==> config.mk <==
export PLATFORM = sky130hd
export DESIGN_NAME = timer_countdown_flat
export DESIGN_NICKNAME = d
export VERILOG_FILES = /design/src/rtl/timer_countdown_pkg.sv /design/src/rtl/timer_countdown_if.sv /design/src/rtl/counter_binary.sv /design/src/rtl/decrementer.sv /design/src/rtl/timer_countdown.sv /design/src/flat_wrapper.sv
export SDC_FILE = /design/constraint.sdc
export NUM_CORES = 1
export LEC_CHECK = 0
export ABC_AREA = 1
export CORE_UTILIZATION = 46
export DETAILED_ROUTE_END_ITERATION = 10
export GPL_ROUTABILITY_DRIVEN = 0
export PLACE_DENSITY = 0.75
export SLEW_MARGIN = 20
export SYNTH_ARGS = -nofsm -noshare
export SYNTH_HDL_FRONTEND = slang
export SYNTH_SLANG_ARGS = --single-unit
==> constraint.sdc <==
create_clock -name clk -period 3.8 [get_ports clk]
set_input_delay 0.76 -clock clk [delete_from_list [all_inputs] [get_ports clk]]
set_output_delay 0.76 -clock clk [all_outputs]
set_load 0.01 [all_outputs]
==> src/rtl/timer_countdown_pkg.sv <==
// rtl/timer_countdown_pkg.sv - shared state constants and width helper for the countdown timer
package timer_countdown_pkg;

  // FSM state type and encodings
  typedef logic [1:0] timer_state_t;

  localparam timer_state_t ST_IDLE = 2'd0;
  localparam timer_state_t ST_RUN  = 2'd1;
  localparam timer_state_t ST_DONE = 2'd2;

  // Number of bits needed to hold 0..max_value (never less than one bit)
  function automatic int tc_width(input int max_value);
    return (max_value < 1) ? 1 : $clog2(max_value + 1);
  endfunction

endpackage

==> src/rtl/timer_countdown_if.sv <==
// rtl/timer_countdown_if.sv - control and status bundle of the countdown timer
interface timer_countdown_if #(
  parameter int W = 8
);
  logic         enable;
  logic         load;
  logic [W-1:0] load_value;
  logic         start;
  logic         stop;
  logic         auto_reload;
  logic [W-1:0] count;
  logic         running;
  logic         expired;

  // Controller side: drives commands, observes status
  modport master (
    output enable, load, load_value, start, stop, auto_reload,
    input  count, running, expired
  );

  // Timer side: consumes commands, reports status
  modport slave (
    input  enable, load, load_value, start, stop, auto_reload,
    output count, running, expired
  );
endinterface

==> src/rtl/counter_binary.sv <==
// rtl/counter_binary.sv - wrapping up-counter 0..MAX_VALUE with synchronous clear
module counter_binary
  import timer_countdown_pkg::*;
#(
  parameter int MAX_VALUE = 3,
  parameter int W         = tc_width(MAX_VALUE)
) (
  input  logic         clk,
  input  logic         reset,
  input  logic         clear_i,
  input  logic         inc_i,
  output logic [W-1:0] count_o
);

  localparam logic [W-1:0] TOP = W'(MAX_VALUE);

  logic [W-1:0] count_q, count_d;

  // Clear dominates; otherwise advance and wrap back to zero after TOP
  always_comb begin
    count_d = count_q;
    if (clear_i) begin
      count_d = '0;
    end else if (inc_i) begin
      count_d = (count_q == TOP) ? '0 : count_q + W'(1);
    end
  end

  // Count register
  always_ff @(posedge clk or negedge reset) begin
    if (!reset) begin
      count_q <= '0;
    end else begin
      count_q <= count_d;
    end
  end

  assign count_o = count_q;

endmodule

==> src/rtl/decrementer.sv <==
// rtl/decrementer.sv - combinational subtract of a fixed step, saturating at zero
module decrementer
  import timer_countdown_pkg::*;
#(
  parameter int MAX_VALUE = 255,
  parameter int DECREMENT = 1,
  parameter int W         = tc_width(MAX_VALUE)
) (
  input  logic [W-1:0] data_in,
  output logic [W-1:0] data_out
);

  localparam logic [W-1:0] STEP = W'(DECREMENT);

  // Anything at or below one step lands on zero instead of wrapping
  assign data_out = (data_in > STEP) ? data_in - STEP : '0;

endmodule

==> src/rtl/timer_countdown.sv <==
// rtl/timer_countdown.sv - loadable prescaled down-counting timer with one-shot/periodic expiry
module timer_countdown
  import timer_countdown_pkg::*;
#(
  parameter int MAX_VALUE = 255,
  parameter int DECREMENT = 1,
  parameter int PRESCALE  = 1
) (
  input  logic              clk,
  input  logic              reset,
  timer_countdown_if.slave  bus
);

  localparam int           W     = tc_width(MAX_VALUE);
  localparam logic [W-1:0] MAX_V = W'(MAX_VALUE);

  timer_state_t state_q, state_d;
  logic [W-1:0] count_q, count_d;
  logic [W-1:0] reload_q, reload_d;
  logic         expired_q, expired_d;
  logic         running_q;

  logic [W-1:0] load_clamped;
  logic [W-1:0] dec_out;
  logic         in_run;
  logic         start_ok;
  logic         presc_inc;
  logic         presc_at_end;
  logic         tick;

  assign load_clamped = (bus.load_value > MAX_V) ? MAX_V : bus.load_value;
  assign in_run       = (state_q == ST_RUN);

  // A start is honoured only outside RUN and only when no stop competes with it
  assign start_ok  = bus.start && !bus.stop && !in_run;

  // Prescaler advances on enabled RUN cycles not pre-empted by load or stop
  assign presc_inc = in_run && bus.enable && !bus.load && !bus.stop;
  assign tick      = presc_inc && presc_at_end;

  generate
    if (PRESCALE > 1) begin : g_presc
      localparam int PW = tc_width(PRESCALE - 1);
      logic [PW-1:0] presc_count;
      logic          presc_clear;

      // Restart the tick phase whenever a new value is loaded or a run begins
      assign presc_clear  = bus.load || start_ok;
      assign presc_at_end = (presc_count == PW'(PRESCALE - 1));

      counter_binary #(
        .MAX_VALUE (PRESCALE - 1)
      ) u_presc (
        .clk     (clk),
        .reset   (reset),
        .clear_i (presc_clear),
        .inc_i   (presc_inc),
        .count_o (presc_count)
      );
    end else begin : g_no_presc
      assign presc_at_end = 1'b1;
    end
  endgenerate

  decrementer #(
    .MAX_VALUE (MAX_VALUE),
    .DECREMENT (DECREMENT)
  ) u_dec (
    .data_in  (count_q),
    .data_out (dec_out)
  );

  // Next-state logic, priority load > stop > start > tick
  always_comb begin
    state_d   = state_q;
    count_d   = count_q;
    reload_d  = reload_q;
    expired_d = 1'b0;

    if (bus.load) begin
      count_d  = load_clamped;
      reload_d = load_clamped;
      if (start_ok) begin
        if (load_clamped == '0) begin
          state_d   = ST_DONE;
          expired_d = 1'b1;
        end else begin
          state_d   = ST_RUN;
        end
      end else if (state_q == ST_DONE) begin
        state_d = ST_IDLE;
      end
    end else if (bus.stop) begin
      if (in_run) begin
        state_d = ST_IDLE;
      end
    end else if (start_ok) begin
      if (count_q == '0) begin
        state_d   = ST_DONE;
        expired_d = 1'b1;
      end else begin
        state_d   = ST_RUN;
      end
    end else if (tick) begin
      if (dec_out == '0) begin
        expired_d = 1'b1;
        if (bus.auto_reload && (reload_q != '0)) begin
          // Periodic mode jumps straight back to the reload value; zero is never shown
          count_d = reload_q;
        end else begin
          count_d = '0;
          state_d = ST_DONE;
        end
      end else begin
        count_d = dec_out;
      end
    end
  end

  // State, count and registered status outputs
  always_ff @(posedge clk or negedge reset) begin
    if (!reset) begin
      state_q   <= ST_IDLE;
      count_q   <= '0;
      reload_q  <= '0;
      expired_q <= 1'b0;
      running_q <= 1'b0;
    end else begin
      state_q   <= state_d;
      count_q   <= count_d;
      reload_q  <= reload_d;
      expired_q <= expired_d;
      running_q <= (state_d == ST_RUN);
    end
  end

  assign bus.count   = count_q;
  assign bus.running = running_q;
  assign bus.expired = expired_q;

endmodule

==> src/flat_wrapper.sv <==
// flat-port wrapper written by rule: the top's interface ports become plain ports
module timer_countdown_flat import timer_countdown_pkg::*;
#(
  parameter int MAX_VALUE = 255,
  parameter int DECREMENT = 1,
  parameter int PRESCALE  = 1
)
  (clk, reset, bus_enable, bus_load, bus_load_value, bus_start, bus_stop, bus_auto_reload, bus_count, bus_running, bus_expired);
  timer_countdown_if #(.W(8)) bus_i ();
  input  logic clk;
  input  logic reset;
  input wire logic [$bits(bus_i.enable)-1:0] bus_enable;
  input wire logic [$bits(bus_i.load)-1:0] bus_load;
  input wire logic [$bits(bus_i.load_value)-1:0] bus_load_value;
  input wire logic [$bits(bus_i.start)-1:0] bus_start;
  input wire logic [$bits(bus_i.stop)-1:0] bus_stop;
  input wire logic [$bits(bus_i.auto_reload)-1:0] bus_auto_reload;
  output wire logic [$bits(bus_i.count)-1:0] bus_count;
  output wire logic [$bits(bus_i.running)-1:0] bus_running;
  output wire logic [$bits(bus_i.expired)-1:0] bus_expired;
  assign bus_i.enable = bus_enable;
  assign bus_i.load = bus_load;
  assign bus_i.load_value = bus_load_value;
  assign bus_i.start = bus_start;
  assign bus_i.stop = bus_stop;
  assign bus_i.auto_reload = bus_auto_reload;
  assign bus_count = bus_i.count;
  assign bus_running = bus_i.running;
  assign bus_expired = bus_i.expired;
  timer_countdown #(.MAX_VALUE(MAX_VALUE), .DECREMENT(DECREMENT), .PRESCALE(PRESCALE)) u_core (.clk(clk), .reset(reset), .bus(bus_i));
endmodule
Fig. 1: run 1, signal wires by layer
Scale bar: 20 um. Two of the layers only.
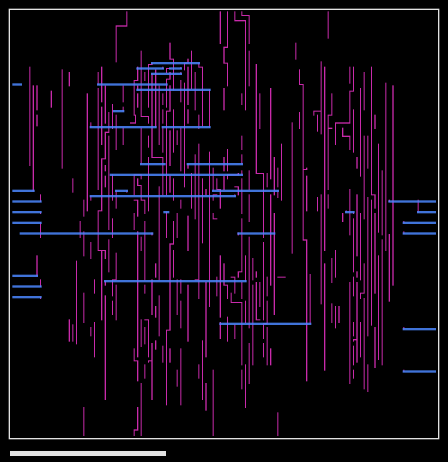
[blue] M3 | wire length: 202 um
[magenta] M2 | wire length: 1450 um

Fig. 2: run 1, clock distribution
Scale bar: 20 um.
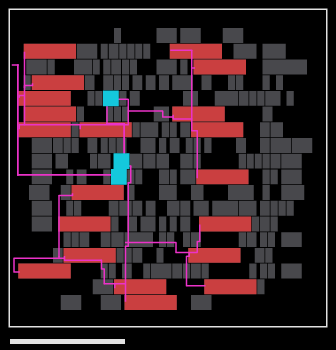
[cyan] clock-net drivers | count: 3
[magenta] clock wires | length: 235 um
[red] flip-flops | count: 20
routed clock nets: 4

Fig. 3: run 1, sequential cells grouped by signal name
Scale bar: 20 um.
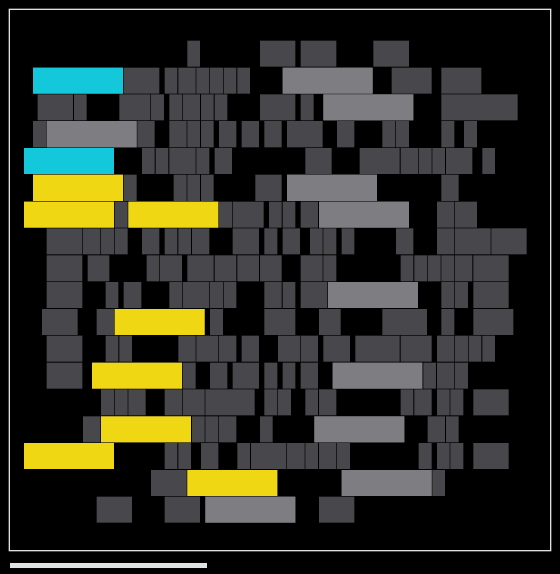
[cyan] u_core.state_q | flops: 2
[yellow] u_core.reload_q | flops: 8
register area: 500 um^2
Core Util, Final: 0.626

Fig. 4: run 1, placed cells, one colour a class
Fill, decap, tap and diode cells in grey.
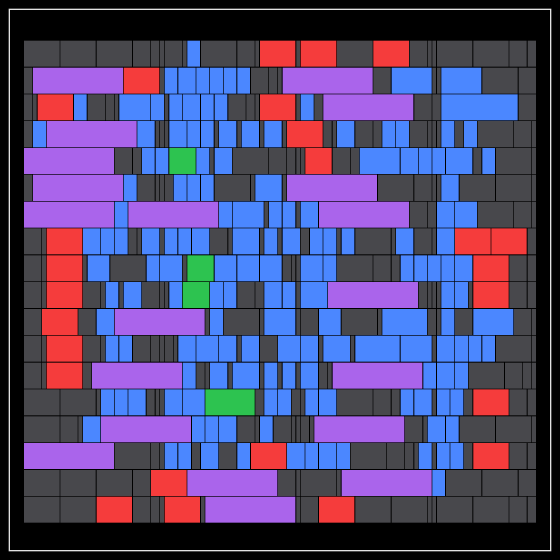
[green] clock drivers and dummy loads | cells: 4
[red] remaining buffers and delay cells | cells: 25
[purple] sequential cells | cells: 20
[blue] remaining logic cells | cells: 156

## run 1: worst max-delay path, cell delays in order
cell and delay (ps):
clkdlybuf4s50_1 460, buf_4 230, nor2_1 90, nand3_1 140, inv_2 100, nor2_2 260
inv_1 110, o311ai_0 120, inv_1 80, a22oi_1 150
## run 1: cells by family after synthesis
logic type,after synthesis
compound gates,29
xor+xnor,1
fa+ha+maj,2
buf+inv,32
flops,20
simple gates,94
## run 1: cell usage after synthesis
| library cell | number | area (um^2) |
|---|---|---|
| nand3_1 | 18 | 90.1 |
| o21bai_1 | 1 | 7.51 |
| o211ai_1 | 1 | 7.51 |
| dfrtp_1 | 20 | 500 |
| o31ai_1 | 3 | 22.5 |
| a21oi_1 | 2 | 10.0 |
| ha_1 | 2 | 25.0 |
| o311ai_0 | 1 | 8.76 |
| nor2_1 | 17 | 63.8 |
| nor3_1 | 3 | 15.0 |
| inv_2 | 2 | 7.51 |
| nor2_4 | 3 | 33.8 |
| nand2_4 | 1 | 11.3 |
| nor4_1 | 1 | 6.26 |
| inv_1 | 28 | 105 |
| nand4_4 | 1 | 21.3 |
| o2111ai_1 | 1 | 8.76 |
| nand4_1 | 5 | 31.3 |
| clkbuf_1 | 2 | 7.51 |
| o21ai_0 | 16 | 80.1 |
| nor2_2 | 4 | 25.0 |
| a22oi_1 | 1 | 7.51 |
| nand2_1 | 40 | 150 |
| xor2_1 | 1 | 8.76 |
| a21oi_2 | 1 | 8.76 |
| o21ai_1 | 2 | 10.0 |
| nand2_2 | 1 | 6.26 |
## run 1: sequential cells by signal, indices dropped and copies added, names as in the netlist
name and count:
u_core.bus.expired 1, u_core.state_q 2, u_core.reload_q 8, u_core.bus.running 1
u_core.bus.count 8
## run 1: power by group
part | internal (mW) | leakage [nW] | switching [mW]
Clock | 0.0584 | 0.0210 | 0.0659
Combinational | 0.0786 | 0.513 | 0.105
Sequential | 0.235 | 0.245 | 0.0243
## run 1: worst max path at each step
| stage | startpoint | end | slack [ps] | depth (start not counted) |
|---|---|---|---|---|
| 3_5_place_dp | bus_load | u_core.bus.count[1] | 1210 | 10 |
| 4_1_cts | bus_load | u_core.bus.count[1] | 1520 | 10 |
| 3_3_place_gp | bus_load | u_core.bus.count[1] | 1290 | 10 |
| 2_1_floorplan | u_core.bus.count[0] | u_core.bus.running | 1880 | 13 |
| 5_1_grt | bus_stop | u_core.bus.running | 1310 | 8 |
| 6_report | bus_load | u_core.bus.count[1] | 1510 | 10 |
## run 1: routing by layer
| metal | GRT usage | part of all wire | vias up | wire length, um |
|---|---|---|---|---|
| li1 | - | - | 636 | - |
| met1 | 0.327 | 0.45 | 579 | 1390 |
| met2 | 0.369 | 0.47 | 52 | 1450 |
| met3 | 0.0250 | 0.065 | 6 | 201 |
| met4 | 0.0726 | 0.011 | 0 | 33 |
| met5 | 0 | 0 | - | 0 |
## run 1: area by class of cell
| type | instances | area, um^2 | share of cell area |
|---|---|---|---|
| Multi-Input combinational cell | 126 | 659 | 0.414 |
| Sequential cell | 20 | 500 | 0.314 |
| Timing Repair Buffer | 25 | 248 | 0.155 |
| Inverter | 30 | 113 | 0.0706 |
| Tap cell | 30 | 37.5 | 0.0235 |
| Clock buffer | 4 | 36.3 | 0.0228 |
==> job_summary.md, run 1 <==
## Synthesis and layout report

| Metric | Value |
|---|---|
| Core ar. | `2540 um^2` |
| Tool warnings | `27` |
| Gr usage total | `0.232` |
| FF-to-FF End | `u_core.bus.running` |
| Setup ws final | `1510 ps` |
| Starting density of the core | `0.503` |
| Status | `finished, final reports clean` |
| Grt ovf | `0` |
| Crit path launch type | `primary input` |
| Pwr Density | `356 nW/um^2` |
| Vias in the first global route | `1068` |
| Clock Path Buffers | `2` |
| Worst reg2reg setup slack | `1600 ps` |
| First-pass GRT wire length | `4850 um` |
| Vias | `1273` |
| Post-layout min period | `2290 ps` |
| Via density | `5.42` |
| Leak | `0.779 nW` |
| Syn Area/Cell | `7.19 um^2` |
| Residual DRC | `0` |
==> run 1 -> run 2 <==
- PLACE_DENSITY: 0.75 -> 0.78
- clock period: 3.8 -> 2 ns (I/O delays scaled with it)
Fig. 5: run 2, sequential cells grouped by signal name
Scale bar: 20 um.
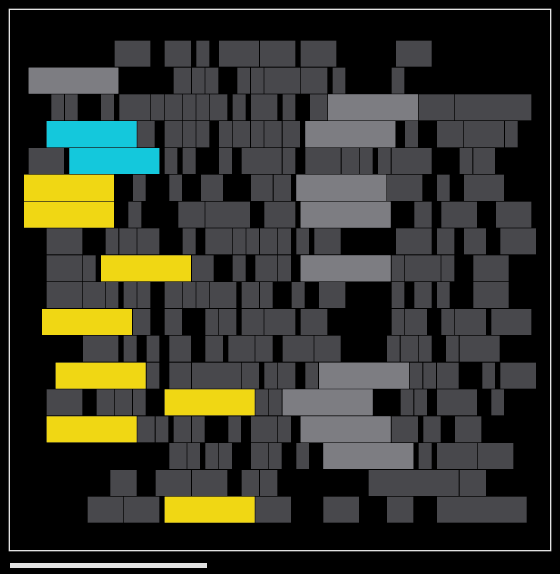
[yellow] u_core.reload_q | flops: 8
[cyan] u_core.state_q | flops: 2
not coloured: 10

==> job_summary.md, run 2 <==
## Synthesis and layout report

| Metric | Value |
|---|---|
| Commonest Layout Cell | `nand2_1` |
| Leak | `0.864 nW` |
| Count leader, synth | `nand2_1` |
| Crit path launch type | `register` |
| Die Span Y | `54.8 um` |
| Post-synth top cells | `nand2_1, inv_1, dfrtp_1` |
| Core Util, Final | `0.696` |
| Syn Area/Cell | `7.19 um^2` |
| Area contributors post-synth | `dfrtp_1, nand2_1, inv_1, nand3_1, o21ai_0` |
| Worst-path fanout max | `4` |
| Synthesized instance count | `178` |
| Core ar. | `2540 um^2` |
| Grt ovf | `0` |
| Critical Path AT | `2150 ps` |
| Asr flop ratio synth | `1.00` |
| Gr usage total | `0.243` |
| Synth area leader | `dfrtp_1` |
| Worst reg2reg setup slack | `60 ps` |
| WS Path Type | `reg2reg` |
| Vias | `1355` |
| Post-synth EDFFs | `0` |
| Clock Path Buffers | `2` |
| Via density | `5.51` |
| First-pass GRT wire length | `5090 um` |
| Pwr Density | `670 nW/um^2` |
| Post-synth top flop | `dfrtp_1` |
| Chip Area | `3000 um^2` |
| Vias in the first global route | `1165` |
| Hold Slack | `410 ps` |
| Starting density of the core | `0.503` |
| Status | `finished, final reports clean` |
| Residual DRC | `0` |
| Tool warnings | `28` |
| Post-layout min period | `1940 ps` |
| Cts bufs inserted | `3` |
| Chip area in the Yosys report | `1280 um^2` |
Fig. 6: run 2, signal wires by layer
Scale bar: 20 um. Two of the layers only.
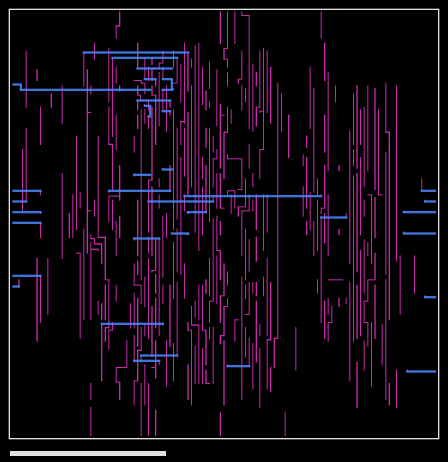
[blue] M3 | wire length: 154 um
[magenta] M2 | wire length: 1710 um

==> run 2: worst paths after layout <==
path | start | endpoint | depth (start not counted)
setup / recovery | u_core.bus.count[1] | u_core.bus.running | 14
hold / removal | reset | u_core.reload_q[6] | 2
setup reg to reg | u_core.bus.count[1] | u_core.bus.running | 14
hold reg to reg | u_core.reload_q[6] | u_core.reload_q[6] | 2
max in group asynchronous | reset | u_core.bus.count[1] | 2
min in group clk | u_core.reload_q[6] | u_core.reload_q[6] | 2
==> run 2: logic make-up (layout without fill, tap and decap cells) <==
kind of cell,Yosys count,in the layout
xor+xnor,1,1
simple gates,94,94
compound gates,29,29
fa+ha+maj,2,2
buf+inv,32,70
flops,20,20
==> run 2: cell type report <==
| cell class | count | area [um^2] | area share |
|---|---|---|---|
| tap | 30 | 37.5 | 0.0212 |
| sequential | 20 | 500 | 0.283 |
| clock buffer | 4 | 36.3 | 0.0205 |
| timing repair buffer | 36 | 338 | 0.191 |
| multi-input combinational | 126 | 746 | 0.421 |
| inverter | 30 | 113 | 0.0636 |
==> run 2: through the flow <==
stage	cell area (um^2)	setup WS, ps
after global placement	1600	95.9
after floorplan	1280	84.1
after global routing	1770	-58.6
after CTS	1630	13.6
after detailed placement	1600	29.7
final	1770	61.0
==> run 2: power breakdown <==
part | leakage (nW) | total, mW | switching [mW] | internal, mW
Clock | 0.0210 | 0.242 | 0.131 | 0.111
Sequential | 0.245 | 0.491 | 0.0438 | 0.447
Combinational | 0.598 | 0.453 | 0.246 | 0.207
==> run 2: routing by layer <==
metal / track usage / vias to the layer above / part of all wire
met1: 0.335 / 638 / 0.44
met5: 0 / - / 0
met4: 0.0726 / 0 / 0.0091
li1: - / 660 / -
met3: 0.0361 / 5 / 0.045
met2: 0.392 / 52 / 0.50
==> run 2: what timing repair did <==
| item | in CTS | in global routing |
|---|---|---|
| resized | 0 | 25 |
| setup buffers | 0 | 6 |
| endpoints found under the setup margin | 0 | 12 |
==> run 2: worst max-delay path, stage by stage, from the launching register on <==
cell and delay (ps):
dfrtp_1 400, inv_2 120, ha_4 160, buf_6 100, nand2_4 60, inv_2 70
nand2_1 60, nand3_2 110, nand2_1 100, nor2_4 130, nand4_1 140, nand2_1 120
nand2_1 60, a21oi_2 150, nor2_1 50
==> run 2 -> run 3 <==
- HOLD_SLACK_MARGIN: default -> 0.1
- MAX_ROUTING_LAYER: default -> met4
Fig. 7: run 3, signal wires by layer
Scale bar: 20 um. Two of the layers only.
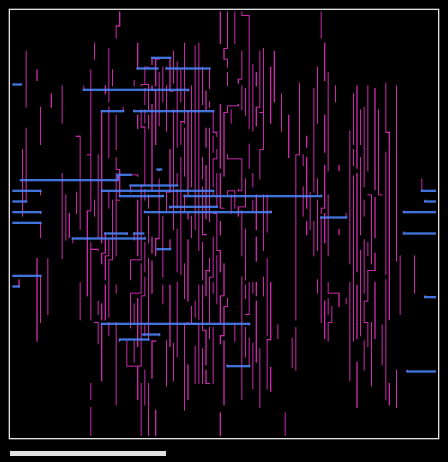
[magenta] M2 | wire length: 1680 um
[blue] M3 | wire length: 195 um
DR WL/cell: 13.7 um
gr usage total: 0.249
Detailed Route WL: 3380 um
Vias: 1343

==> job_summary.md, run 3 <==
## Synthesis and layout report

| Metric | Value |
|---|---|
| Via density | `5.46` |
| First-pass GRT wire length | `5090 um` |
| Asr flop ratio synth | `1.00` |
| Syn Area/Cell | `7.19 um^2` |
| Net switching power | `417 uW` |
| Tool warnings | `28` |
| Synth area leader | `dfrtp_1` |
| Post-synth top cells | `nand2_1, inv_1, dfrtp_1` |
| Final instance area | `1770 um^2` |
| Post-layout min period | `1930 ps` |
| Crit path launch type | `register` |
| Crit-path max cell delay | `400 ps` |
| Commonest Layout Cell | `nand2_1` |
| Residual DRC | `0` |
| Area contributors post-synth | `dfrtp_1, nand2_1, inv_1, nand3_1, o21ai_0` |
| WS Path Type | `reg2reg` |
| DP Area | `1600 um^2` |
| Setup ws final | `67.9 ps` |
| CP max-delay cell | `dfrtp_1` |
| Cts bufs inserted | `3` |
| Pwr Density | `668 nW/um^2` |
| Count leader, synth | `nand2_1` |
| Switching Share | `0.353` |
| Die Span Y | `54.8 um` |
| R2R Path Start | `u_core.bus.count[1]` |
| Post-synth EDFFs | `0` |
| Status | `finished, final reports clean` |
| Comb pwr share | `0.382` |
| Chip Area | `3000 um^2` |
| Dpl ws | `29.7 ps` |
| Post-synth top flop | `dfrtp_1` |
| Flop pwr share | `0.415` |
| Synthesized instance count | `178` |
| Final Power | `1.18 mW` |
| Final Hold Viols | `0` |
| Worst-path fanout max | `4` |
| CP Cell Sequence | `inv_2 > ha_4 > buf_6 > nand2_4 > inv_2 > nand2_1 > nand3_2 > nand2_1 > nor2_4 > nand4_1 > nand2_1 > nand2_1 > a21oi_2 > nor2_1` |
| Setup crit start | `u_core.bus.count[1]` |
| Leak | `0.864 nW` |
| CP dominant cell by count | `nand2_1` |
| Core ar. | `2540 um^2` |
| Clock Path Buffers | `2` |
| Grt ovf | `0` |
| Core Util, Final | `0.696` |
Fig. 8: run 3, clock distribution
Scale bar: 20 um.
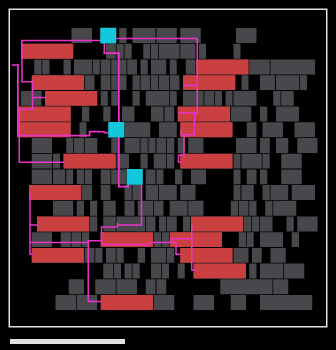
[magenta] clock wires | length: 248 um
[cyan] clock-net drivers | count: 3
[red] flip-flops | count: 20
routed clock nets: 4
Latency at later pin: 310 ps
Clock group: 240 uW
Clock Power Share: 0.203

==> run 3: cell counts after synthesis <==
Identical to the previous run, type by type.
==> run 3: power by group through the flow <==
stage	Clock [mW]	Sequential [mW]	Combinational (mW)
final	0.240	0.491	0.452
after global routing	0.253	0.497	0.494
after CTS	0.240	0.489	0.367
after detailed placement	0	0.497	0.365
after global placement	0	0.495	0.355
after floorplan	0	0.503	0.202
==> run 3: layout make-up <==
type / instances / area (um^2) / share of cell area
Clock buffer: 4 / 36.3 / 0.0205
Inverter: 30 / 113 / 0.0636
Multi-Input combinational cell: 126 / 746 / 0.421
Sequential cell: 20 / 500 / 0.283
Tap cell: 30 / 37.5 / 0.0212
Timing Repair Buffer: 36 / 338 / 0.191
==> run 3: worst paths after layout <==
kind	endpoint	cells after the start	slack (ps)
setup / recovery	u_core.bus.running	14	70
hold / removal	u_core.reload_q[0]	2	420
setup reg to reg	u_core.bus.running	14	70
hold reg to reg	u_core.reload_q[6]	2	560
max in group asynchronous	u_core.reload_q[1]	2	1380
min in group clk	u_core.reload_q[6]	2	560
==> run 3: cells by family (layout without fill, tap and decap cells) <==
family                   after synthesis  after routing  synth area share
adder cells (fa/ha/maj)                2              2            0.0195
AND/OR/NAND/NOR                       94             94             0.355
flip-flops                            20             20             0.391
AND-OR/OR-AND                         29             29             0.134
buffers and inverters                 32             70            0.0938
XOR/XNOR                               1              1           0.00684
==> run 3: layer usage <==
layer	wire, um	vias up	GRT usage
li1	-	660	-
met1	1460	622	0.337
met2	1680	54	0.392
met3	194	7	0.0278
met4	48	0	0.0726
met5	0	-	-
==> run 3: per-stage QoR <==
step | hold WS, ps | TNS [ps]
final | 415 | 0
after global routing | 442 | -180
after CTS | 422 | 0
after detailed placement | 537 | 0
after global placement | 534 | 0
after floorplan | 104 | 0
==> run 3: repair_timing <==
| item | in CTS | in global routing |
|---|---|---|
| hold buffers | 0 | 0 |
| buffers inserted | 0 | 6 |
| gates resized | 0 | 25 |
| endpoints found under the setup margin | 0 | 12 |
==> run 3: critical path: cells and delay by family (launching register included) <==
family / cells / cell delay (ps)
compound gates: 1 / 150
fa+ha+maj: 1 / 160
buf+inv: 3 / 290
simple gates: 9 / 810
flops: 1 / 400
Power is estimated from default activity; no workload was simulated.
